**config.mk**
```make
export PLATFORM = sky130hd
export DESIGN_NAME = flex_stp_deser
export DESIGN_NICKNAME = d
export VERILOG_FILES = /design/src/rtl/flex_stp_pkg.sv /design/src/rtl/flex_bit_counter.sv /design/src/rtl/flex_stp_deser.sv
export SDC_FILE = /design/constraint.sdc
export NUM_CORES = 1
export LEC_CHECK = 0
export CAP_MARGIN = 40
export CORE_AREA = 2 2 49 51
export CTS_CLUSTER_SIZE = 25
export DETAILED_ROUTE_END_ITERATION = 12
export DIE_AREA = 0 0 51 53
export GPL_ROUTABILITY_DRIVEN = 0
export PLACE_DENSITY = 0.78
export RECOVER_POWER = 100
export SYNTH_ARGS = -nofsm -noshare
export SYNTH_HDL_FRONTEND = slang
export SYNTH_SLANG_ARGS = --single-unit
```
**constraint.sdc**
```tcl
create_clock -name clk -period 3.3 [get_ports clk]
set_input_delay 0.66 -clock clk [delete_from_list [all_inputs] [get_ports clk]]
set_output_delay 0.66 -clock clk [all_outputs]
set_load 0.01 [all_outputs]
```
**src/rtl/flex_stp_pkg.sv**
```systemverilog
// Shared definitions for the flex_stp_deser serial-to-parallel deserialiser:
// counter width helper, the all-ones fill used at reset/clear, and the
// shift-direction encoding.
package flex_stp_pkg;

  // Direction in which received bits travel through the shift register.
  typedef enum logic {
    SHIFT_TO_LSB = 1'b0,
    SHIFT_TO_MSB = 1'b1
  } shift_dir_e;

  // Fill value for every bit of the shift register and output buffer on
  // reset (and of the shift register on clear).
  localparam logic FILL_BIT = 1'b1;

  // Width of a counter that must be able to hold the value n.
  function automatic int cnt_width(input int n);
    return $clog2(n + 32'sd1);
  endfunction

endpackage

```
**src/rtl/flex_bit_counter.sv**
```systemverilog
// Bit counter for flex_stp_deser: counts enabled edges from 0 up to
// ROLLOVER_VAL and wraps to 0. rollover_flag is registered and is high
// while the count sits at ROLLOVER_VAL, i.e. the next enabled edge wraps.
// clear has priority over count_enable.
module flex_bit_counter #(
  parameter int               CNT_W        = 4,
  parameter logic [CNT_W-1:0] ROLLOVER_VAL = {CNT_W{1'b1}}
) (
  input  logic             clk,
  input  logic             n_rst,
  input  logic             clear,
  input  logic             count_enable,
  output logic [CNT_W-1:0] count,
  output logic             rollover_flag
);

  logic [CNT_W-1:0] count_r;
  logic [CNT_W-1:0] count_next_s;
  logic             at_roll_r;
  logic             at_roll_next_s;

  // Next count: clear, wrap at the rollover value, or increment.
  always_comb begin
    count_next_s = count_r;
    if (clear) begin
      count_next_s = {CNT_W{1'b0}};
    end else if (count_enable) begin
      if (count_r == ROLLOVER_VAL) begin
        count_next_s = {CNT_W{1'b0}};
      end else begin
        count_next_s = count_r + {{(CNT_W-1){1'b0}}, 1'b1};
      end
    end else begin
      count_next_s = count_r;
    end
    at_roll_next_s = (count_next_s == ROLLOVER_VAL);
  end

  // Count and rollover-pending registers.
  always_ff @(posedge clk or negedge n_rst) begin
    if (!n_rst) begin
      count_r   <= {CNT_W{1'b0}};
      at_roll_r <= 1'b0;
    end else begin
      count_r   <= count_next_s;
      at_roll_r <= at_roll_next_s;
    end
  end

  assign count         = count_r;
  assign rollover_flag = at_roll_r;

endmodule

```
**src/rtl/flex_stp_deser.sv**
```systemverilog
// flex_stp_deser: framed serial-to-parallel deserialiser with a buffered
// output word, valid/ready handshake, sticky overrun flag and synchronous
// frame clear.
// Optional feature: define FLEX_STP_DESER_PARITY_EN to append one
// even-parity bit to every frame; parity_error then reports the check
// result alongside data_out. Without it parity_error is always 0.
module flex_stp_deser
  import flex_stp_pkg::*;
#(
  parameter int NUM_BITS  = 8,
  parameter int SHIFT_MSB = 1
) (
  input  logic                              clk,
  input  logic                              n_rst,
  input  logic                              shift_enable,
  input  logic                              serial_in,
  input  logic                              clear,
  input  logic                              data_ready,
  output logic [NUM_BITS-1:0]               parallel_out,
  output logic [cnt_width(NUM_BITS)-1:0]    bit_count,
  output logic [NUM_BITS-1:0]               data_out,
  output logic                              data_valid,
  output logic                              overrun,
  output logic                              parity_error
);

  localparam int                  CNT_W      = cnt_width(NUM_BITS);
  localparam logic [NUM_BITS-1:0] RESET_WORD = {NUM_BITS{FILL_BIT}};
  localparam shift_dir_e          DIR        = (SHIFT_MSB != 0) ? SHIFT_TO_MSB : SHIFT_TO_LSB;

`ifdef FLEX_STP_DESER_PARITY_EN
  // Frame is NUM_BITS data bits followed by the parity bit.
  localparam logic [CNT_W-1:0] ROLL_VAL = CNT_W'(NUM_BITS);
`else
  localparam logic [CNT_W-1:0] ROLL_VAL = CNT_W'(NUM_BITS - 1);
`endif

  logic                shift_go_s;
  logic                shift_data_s;
  logic                last_s;
  logic                complete_s;
  logic                consume_s;
  logic                load_s;
  logic                drop_s;
  logic [NUM_BITS-1:0] shifted_s;
  logic [NUM_BITS-1:0] word_s;
  logic                word_perr_s;

  logic [NUM_BITS-1:0] parallel_r;
  logic [NUM_BITS-1:0] parallel_next_s;
  logic [NUM_BITS-1:0] data_out_r;
  logic [NUM_BITS-1:0] data_out_next_s;
  logic                data_valid_r;
  logic                data_valid_next_s;
  logic                overrun_r;
  logic                overrun_next_s;
  logic                parity_err_r;
  logic                parity_err_next_s;
  logic [CNT_W-1:0]    count_s;

  flex_bit_counter #(
    .CNT_W        (CNT_W),
    .ROLLOVER_VAL (ROLL_VAL)
  ) u_bit_counter (
    .clk           (clk),
    .n_rst         (n_rst),
    .clear         (clear),
    .count_enable  (shift_enable),
    .count         (count_s),
    .rollover_flag (last_s)
  );

  // Register contents after taking serial_in in the configured direction.
  generate
    if (DIR == SHIFT_TO_MSB) begin : g_to_msb
      assign shifted_s = {parallel_r[NUM_BITS-2:0], serial_in};
    end else begin : g_to_lsb
      assign shifted_s = {serial_in, parallel_r[NUM_BITS-1:1]};
    end
  endgenerate

  // clear discards the serial bit on its edge.
  assign shift_go_s = shift_enable & ~clear;
  assign complete_s = shift_go_s & last_s;

`ifdef FLEX_STP_DESER_PARITY_EN
  // Even parity: word plus parity bit must XOR to zero.
  function automatic logic parity_fail(input logic [NUM_BITS-1:0] word,
                                       input logic                pbit);
    return (^word) ^ pbit;
  endfunction

  // The parity edge does not shift; the word is already in the register
  // and the parity bit is consumed straight into the check.
  assign shift_data_s = shift_go_s & ~last_s;
  assign word_s       = parallel_r;
  assign word_perr_s  = parity_fail(parallel_r, serial_in);
`else
  // The last data edge completes the frame with the post-shift value.
  assign shift_data_s = shift_go_s;
  assign word_s       = shifted_s;
  assign word_perr_s  = 1'b0;
`endif

  // Handshake decode: a completed word loads if the buffer is free or is
  // being consumed on the same edge, otherwise it is dropped.
  assign consume_s = data_valid_r & data_ready;
  assign load_s    = complete_s & (~data_valid_r | data_ready);
  assign drop_s    = complete_s & data_valid_r & ~data_ready;

  // Next shift-register value.
  always_comb begin
    parallel_next_s = parallel_r;
    if (clear) begin
      parallel_next_s = RESET_WORD;
    end else if (shift_data_s) begin
      parallel_next_s = shifted_s;
    end else begin
      parallel_next_s = parallel_r;
    end
  end

  // Next output-buffer, valid and parity-result values.
  always_comb begin
    data_out_next_s   = data_out_r;
    parity_err_next_s = parity_err_r;
    data_valid_next_s = data_valid_r;
    if (load_s) begin
      data_out_next_s   = word_s;
      parity_err_next_s = word_perr_s;
      data_valid_next_s = 1'b1;
    end else if (consume_s) begin
      data_valid_next_s = 1'b0;
    end else begin
      data_valid_next_s = data_valid_r;
    end
  end

  // Next sticky overrun value; only clear (or reset) removes it.
  always_comb begin
    overrun_next_s = overrun_r;
    if (clear) begin
      overrun_next_s = 1'b0;
    end else if (drop_s) begin
      overrun_next_s = 1'b1;
    end else begin
      overrun_next_s = overrun_r;
    end
  end

  // State registers.
  always_ff @(posedge clk or negedge n_rst) begin
    if (!n_rst) begin
      parallel_r   <= RESET_WORD;
      data_out_r   <= RESET_WORD;
      data_valid_r <= 1'b0;
      overrun_r    <= 1'b0;
      parity_err_r <= 1'b0;
    end else begin
      parallel_r   <= parallel_next_s;
      data_out_r   <= data_out_next_s;
      data_valid_r <= data_valid_next_s;
      overrun_r    <= overrun_next_s;
      parity_err_r <= parity_err_next_s;
    end
  end

  assign parallel_out = parallel_r;
  assign bit_count    = count_s;
  assign data_out     = data_out_r;
  assign data_valid   = data_valid_r;
  assign overrun      = overrun_r;
  assign parity_error = parity_err_r;

endmodule

```
==> ci_impl_report.md, run 1 <==
## PnR job results

| Metric | Value |
|---|---|
| Run status | completed |
| Final tally of setup violations | 0 |
| Worst-skew pair later-pin latency | 0.30 ns |
| Top Family by Delay on Critical Path | buffers and inverters |
| Count of clock-net buffers in the final layout | 4 |
| MI comb area | a little under 400 um^2 |
| Worst slew margin relative to its limit | approximately 45% |
| Peak per-stage delay on the critical path | approximately 0.63 ns |
| Number of instances in the placed design | between 100 and 150 |
| Post-route worst hold slack | 0.5143 ns |
| FP Util | between 40% and 50% |
| Library cell used as clock root buffer | sky130_fd_sc_hd__clkbuf_4 |
| Buffers, non-clock | 29 |
| Total Power | a little over 0.0005 W |
| Net count after synthesis | between 80 and 90 |
| Die y size | approximately 53 um |
| Ys flops | 23 |
| Fraction of power consumed by sequential logic | between 60% and 70% |
| Overall routed net length | 1.861 mm |
| Post-synthesis share of cell area spent on and-or and or-and gates | a little under a tenth |
## run 1: path summary, 6_finish.rpt
path	start	to	slack [ns]	cells after the start
hold reg to reg	overrun$_DFFE_PN0P_	overrun$_DFFE_PN0P_	0.51	2
setup / recovery	parallel_out[6]$_DFFE_PN1P_	parallel_out[6]	1.14	1
setup reg to reg	u_bit_counter.count[0]$_DFF_PN0_	u_bit_counter.rollover_flag$_DFF_PN0_	1.89	3
min in group asynchronous	n_rst	data_valid$_DFFE_PN0P_	0.69	1
max in group asynchronous	n_rst	data_out[6]$_DFFE_PN1P_	1.61	2
hold / removal	overrun$_DFFE_PN0P_	overrun$_DFFE_PN0P_	0.51	2
## run 1: state kept, by name, indices dropped and copies added (netlist names)
register                     count
data_valid                       1
u_bit_counter.count              4
parallel_out                     8
data_out                         8
overrun                          1
u_bit_counter.rollover_flag      1
## run 1: power by group through the flow
| stage | Combinational (W) | Clock [W] | Sequential, W |
|---|---|---|---|
| finish | 0.0000713 | 0.000125 | 0.000313 |
| global route | 0.0000778 | 0.000149 | 0.000315 |
| CTS | 0.0000793 | 0.000132 | 0.000313 |
| detailed placement | 0.0000786 | 0 | 0.000318 |
| global placement | 0.0000742 | 0 | 0.000317 |
| floorplan | 0.0000287 | 0 | 0.000322 |
## run 1: cell families (layout without fill, tap and decap cells)
family | after synthesis | count (layout)
compound gates | 11 | 11
xor+xnor | 2 | 2
other cells | 1 | 1
flops | 23 | 23
simple gates | 24 | 24
fa+ha+maj | 1 | 1
mux | 10 | 10
buf+inv | 4 | 33
## run 1: metal layers
metal | GRT usage (%) | share of wire (%)
met5 | 0 | 0
met4 | 8.108 | 1.0
met2 | 25.32 | 50
met1 | 19.16 | 45
met3 | 2.542 | 3.8
### Nets reached from selected ports, run 1

Bar = 20 um.
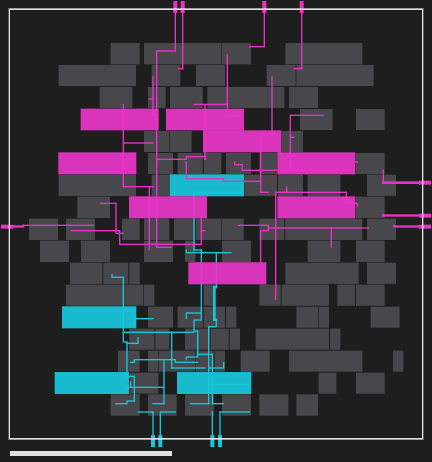
- bit_count: cyan (direction output; edge bottom; end cells 4; buffers 4; wire 163 um)
- parallel_out: magenta (direction output; edge 4 top, 3 right, 1 left; end cells 8; buffers 8; wire 273 um)
input/output buffers: 27
Top Ports: 29

### A small window of the routed layout, run 1

Bar = 10 um. Window x 0 to 25, y 1 to 26 um. Cells in grey, sequential cells in the stronger grey; small squares are vias.
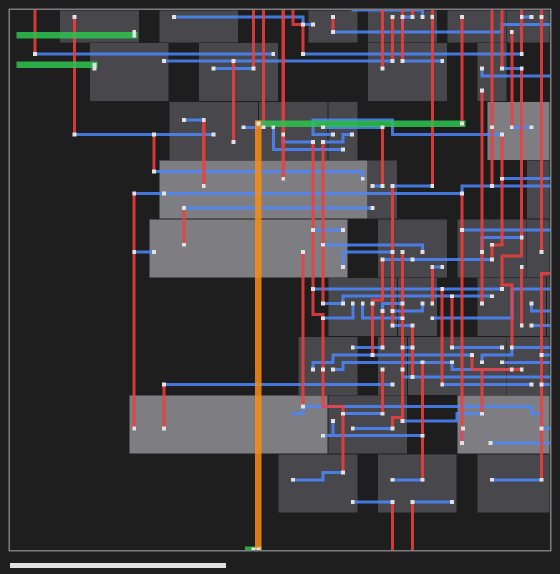
- met2: red
- met4: orange
- met1: blue
- met3: green
- netlist names of flops here include: u_bit_counter.count (2), data_out (1)
- most frequent: dlygate4sd3_1 (7), nor2_1 (3)
- sequential cells in the window: 3
- cells with their middle in the window: 31

### Logic cells by family, run 1

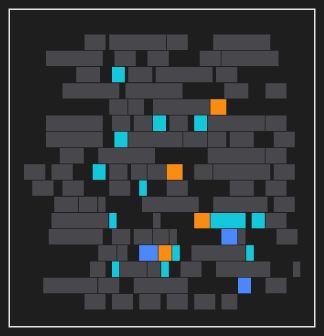
- NOR gates: cyan (cells 13)
- AND and OR gates: orange (cells 4; most used and2b_1)
- inverting AOI/OAI gates: blue (cells 3)
multi-input gate share of the layout cell area: 29.11%
count of non-filler cells in the finished layout: 133
highest-count logic cell in the final layout: sky130_fd_sc_hd__dlygate4sd3_1

==> inputs of run 2 (changes only) <==
--- a/config.mk
+++ b/config.mk
@@ -6,12 +6,12 @@
 export NUM_CORES = 1
 export LEC_CHECK = 0
 export CAP_MARGIN = 40
-export CORE_AREA = 2 2 49 51
+export CORE_AREA = 2 2 51 53
 export CTS_CLUSTER_SIZE = 25
 export DETAILED_ROUTE_END_ITERATION = 12
-export DIE_AREA = 0 0 51 53
+export DIE_AREA = 0 0 53 55
 export GPL_ROUTABILITY_DRIVEN = 0
-export PLACE_DENSITY = 0.78
+export PLACE_DENSITY = 0.73
 export RECOVER_POWER = 100
 export SYNTH_ARGS = -nofsm -noshare
 export SYNTH_HDL_FRONTEND = slang
==> constraint.sdc (replaced) <==
create_clock -name clk -period 2.1 [get_ports clk]
set_input_delay 0.42 -clock clk [delete_from_list [all_inputs] [get_ports clk]]
set_output_delay 0.42 -clock clk [all_outputs]
set_load 0.01 [all_outputs]
### Register map, names as in the netlist, run 2

Bar = 20 um.
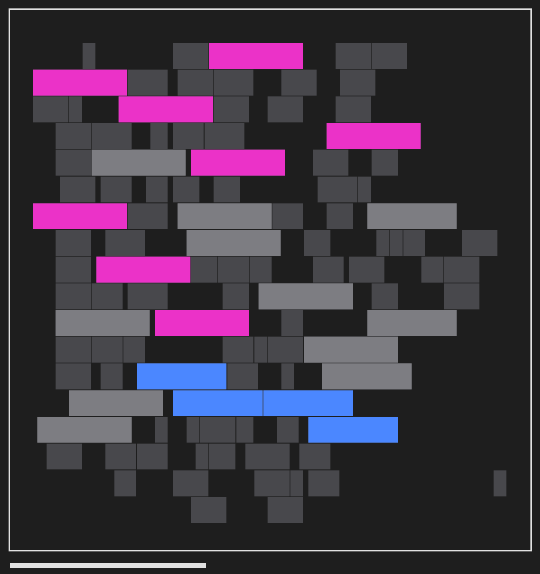
- data_out: magenta (flops 8)
- u_bit_counter.count: blue (flops 4; where bottom centre)
- not coloured: 11
Seq. cell area: 595.6 um^2
Seq power: 0.000492 W
sequential portion of the cell area: 44.82%
share of the core filled with cells in the final layout: 56.19%

==> run 2 against run 1 <==
Against the previous run:
- setup slack worse by 0.96 ns
- synthesized cell count unchanged
- routed wire length down 2.6%
- via count up 2.3%
- cell count up 3.0%
- combinational power up 57%
- area after synthesis unchanged
- die area up 7.8%
==> ci_impl_report.md, run 2 <==
## PnR job results

| Metric | Value |
|---|---|
| Register share after synthesis | roughly 60% |
| Smallest setup slack after layout | about 0.18 ns |
| Count leader, synth | sky130_fd_sc_hd__dfstp_2 |
| Number of warnings issued by yosys | 0 |
| Net count after synthesis | 83 (unchanged) |
| MI comb area | 379.1 um^2 (-1.6%) |
| # H-tree levels | 1 |
| Pin slew with the least headroom to its limit | 0.6492 ns |
| Total overflow reported by the global router | 0 |
| Post-route worst hold slack | 0.5027 ns (-0.01157 ns) |
| Ys flops | 23 (unchanged) |
| Input/output buffers | 27 (unchanged) |
| Synthesis-to-finish area growth | 32.58% |
| Area share, top type | between 40% and 50% |
| Clk sink count | 23 |
| Crit Reg-Reg Startpoint | data_valid$_DFFE_PN0P_ |
| Setup repair after global routing missed its margin | false |
| Share of flip-flops with an asynchronous set or reset after synthesis | 100.0% |
| Top Family by Delay on Critical Path | buffers and inverters |
| FP Util | 42.38% (-4.3 points) |
| Run status | completed |
| Worst path required time | about 1.7 ns |
| Post-Synthesis Mean Instance Area | around 13 um^2 |
| Library cell used as clock root buffer | sky130_fd_sc_hd__clkbuf_4 |
| Drt wl/cell | roughly 13 um |
| Total standard cell area after synthesis | between 0.001 and 0.0015 mm^2 |
| Resize count post-CTS | 0 |
| Highest-count cells in the layout ignoring fill and taps | sky130_fd_sc_hd__dlygate4sd3_1, sky130_fd_sc_hd__dfstp_2, sky130_fd_sc_hd__a211o_1, sky130_fd_sc_hd__mux2_2, sky130_fd_sc_hd__dfrtp_1 |
| Critical path origin | parallel_out[3]$_DFFE_PN1P_ |
| Worst Hold Class | reg -> reg |
| Die y size | 55 um (+3.8%) |
| Top Ports | 29 (unchanged) |
| Largest net degree at the start of global routing | 25 |
| Start point of the worst hold path | overrun$_DFFE_PN0P_ |
| Endpoint type of the worst setup path | output pin |
| Number of instances in the placed design | 133 (+3.1%) |
| Power per cell area | 606.0 mW/mm^2 |
| Highest-count logic cell in the final layout | sky130_fd_sc_hd__dlygate4sd3_1 |
| Total Power | 0.0008053 W (+58%) |
| Overall routed net length | 1.813 mm (-2.6%) |
| Number of flops mapped to enable cells by yosys | 0 |
| Peak per-stage delay on the critical path | 0.62 ns (about the same) |
| Highest clock frequency the design can meet | about 520 MHz |
| First DRT Iteration DRCs | 4 |
| Count of non-filler cells in the finished layout | 137 (+3.0%) |
| Post-CTS setup buffer count | 0 |
| Number of buffers created by CTS | 3 |
| Final tally of setup violations | 0 (unchanged) |
| Worst slew margin relative to its limit | 56.48% (+11 points) |
| Worst-skew pair later-pin latency | 0.30 ns (about the same) |
[run 2: cell counts after synthesis]
Identical to the previous run, type by type.
[run 2: area by class of cell]
class,count,area share [%]
Clock inverter,1,0.3766
Multi-Input combinational cell,49,28.53
Timing Repair Buffer,31,21.75
Tap cell,30,2.825
Clock buffer,3,1.695
Sequential cell,23,44.82
[run 2: path summary, 6_finish.rpt]
path / endpoint / cells past startpoint / slack, ns
max in group asynchronous: u_bit_counter.count[2]$_DFF_PN0_ / 2 / 1.07
max reg2reg: data_out[7]$_DFFE_PN1P_ / 3 / 0.55
min reg2reg: overrun$_DFFE_PN0P_ / 2 / 0.50
min: overrun$_DFFE_PN0P_ / 2 / 0.50
max: parallel_out[3] / 1 / 0.18
min in group asynchronous: overrun$_DFFE_PN0P_ / 2 / 0.64
[run 2: logic make-up (layout without fill, tap and decap cells)]
| logic type | Yosys count | in the layout | share of synthesized area, % |
|---|---|---|---|
| compound gates | 11 | 11 | 9.240 |
| xor+xnor | 2 | 2 | 1.748 |
| fa+ha+maj | 1 | 1 | 1.248 |
| buf+inv | 4 | 35 | 2.122 |
| flops | 23 | 23 | 59.43 |
| mux | 10 | 10 | 10.99 |
| other cells | 1 | 1 | 0.3742 |
| simple gates | 24 | 24 | 14.86 |
[run 2: report_power, final]
part           internal [W]  switching, W
combinational     0.0000594     0.0000530
clock             0.0000709      0.000130
sequential         0.000475     0.0000169
[run 2: metal layers]
layer  vias to the layer above  global-route usage, %  share of wire, %
li1                        333                      -                 -
met5                         -                      0                 0
met3                         2                  2.957               3.8
met2                        15                  22.71                51
met1                       361                  18.62                45
met4                         0                  5.128              0.77
==> inputs of run 3 (changes only) <==
--- a/config.mk
+++ b/config.mk
@@ -16,3 +16,4 @@
 export SYNTH_ARGS = -nofsm -noshare
 export SYNTH_HDL_FRONTEND = slang
 export SYNTH_SLANG_ARGS = --single-unit
+export TNS_END_PERCENT = 30
### Logic cells by family, run 3

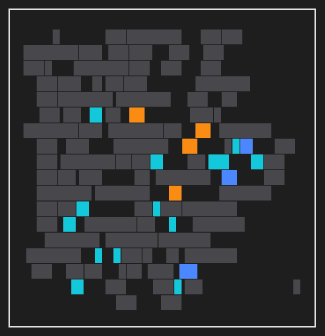
- inverting AOI/OAI gates: blue (cells 3)
- AND and OR gates: orange (cells 4; most used and2b_1; where centre)
- NOR gates: cyan (cells 13)
multi-input gate share of the layout cell area: 28.53%
count of non-filler cells in the finished layout: 137

==> run 3 against run 2 <==
Against the previous run:
- setup slack is the same
- clock power barely moved
- power did not move
- routed wire length did not move
- clock skew did not move
- design area unchanged
- global-route usage stayed put
- synthesized cell count is the same
- critical endpoint unchanged
- largest power group unchanged
- highest routed layer unchanged
==> ci_impl_report.md, run 3 <==
## PnR job results

| Metric | Value |
|---|---|
| Power per cell area | 606.0 mW/mm^2 (unchanged) |
| Net count after synthesis | 83 (unchanged) |
| Number of flops mapped to enable cells by yosys | 0 (unchanged) |
| Buffers, non-clock | 31 (unchanged) |
| First DRT Iteration DRCs | 4 (unchanged) |
| Seq. cell area | 595.6 um^2 (unchanged) |
| Tap cells | 30 (unchanged) |
| Highest clock frequency the design can meet | 520.7 MHz (unchanged) |
| Sequential portion of the cell area | 44.82% (unchanged) |
| Worst slew margin relative to its limit | 56.48% (unchanged) |
| Routed wl met3 | 68 um (unchanged) |
| Number of buffers created by CTS | 3 (unchanged) |
| Highest-count cells in the layout ignoring fill and taps | sky130_fd_sc_hd__dlygate4sd3_1, sky130_fd_sc_hd__dfstp_2, sky130_fd_sc_hd__a211o_1, sky130_fd_sc_hd__mux2_2, sky130_fd_sc_hd__dfrtp_1 |
| Largest net degree at the start of global routing | 25 (unchanged) |
| MI comb area | 379.1 um^2 (unchanged) |
| Final non-clock buffer share | 21.75% (unchanged) |
| Number of multi-input combinational cells | 49 (unchanged) |
| Crit Reg-Reg Endpoint | data_out[7]$_DFFE_PN1P_ |
| Total number of cells along the worst setup path | 1 (unchanged) |
| Post-synthesis share of cell area spent on and-or and or-and gates | 9.238% (unchanged) |
| Area fraction of clock buffers and clock inverters | 2.072% (unchanged) |
| Worst path required time | 1.68 ns (about the same) |
| Pin slew with the least headroom to its limit | 0.6492 ns (unchanged) |
| M1 GR Usage | 18.62% (unchanged) |
| Worst-skew pair later-pin latency | 0.30 ns (about the same) |
| Inverters | 0 (unchanged) |
| Run status | completed |
| Wl on met1 | 811 um (unchanged) |
| Adder share | 1.248% (unchanged) |
| Count leader, synth | sky130_fd_sc_hd__dfstp_2 |
| Peak per-stage delay on the critical path | 0.62 ns (about the same) |
| Number of instances in the placed design | 133 (unchanged) |
| Highest-count logic cell in the final layout | sky130_fd_sc_hd__dlygate4sd3_1 |
| XOR/XNOR Fraction of Synth Area | 1.748% (unchanged) |
| Critical path origin | parallel_out[3]$_DFFE_PN1P_ |
| Met3 Track Usage GR | 2.957% (unchanged) |
| End point of the critical path | parallel_out[3] |
run 3: cell counts after synthesis:
Identical to the previous run, type by type.
run 3: tightest hold or removal path, stage by stage (launching register included):
cell and delay [ns]:
sky130_fd_sc_hd__dfrtp_1 0.36, sky130_fd_sc_hd__a31oi_1 0.04, sky130_fd_sc_hd__nor2_1 0.07
run 3: worst min path at each step:
stage                        startpoint                     end  slack [ns]  cells past startpoint
global placement    overrun$_DFFE_PN0P_     overrun$_DFFE_PN0P_        0.48                      2
CTS                               n_rst     overrun$_DFFE_PN0P_        0.43                      2
detailed placement  overrun$_DFFE_PN0P_     overrun$_DFFE_PN0P_        0.49                      2
global route        overrun$_DFFE_PN0P_     overrun$_DFFE_PN0P_        0.52                      2
floorplan                         n_rst  data_valid$_DFFE_PN0P_        0.12                      0
finish              overrun$_DFFE_PN0P_     overrun$_DFFE_PN0P_        0.50                      2
run 3: power breakdown:
part	internal [W]	total (W)	switching (W)
Sequential	0.000475	0.000492	0.0000169
Clock	0.0000709	0.000201	0.000130
Combinational	0.0000594	0.000112	0.0000530
run 3: metrics by stage:
stage	hold WS (ns)	utilization [%]	worst slack (ns)
after CTS	0.4294	56.93	0.2337
after floorplan	0.1244	-	0.7732
after detailed placement	0.4854	55.77	0.2340
final	0.5027	56.19	0.1795
after global routing	0.5210	56.19	0.1308
after global placement	0.4810	55.77	0.2606
run 3: cell families (layout without fill, tap and decap cells):
kind of cell | count (synthesis) | in the layout
buf+inv | 4 | 35
simple gates | 24 | 24
flops | 23 | 23
compound gates | 11 | 11
mux | 10 | 10
fa+ha+maj | 1 | 1
other cells | 1 | 1
xor+xnor | 2 | 2
Power is estimated from default activity; no workload was simulated.
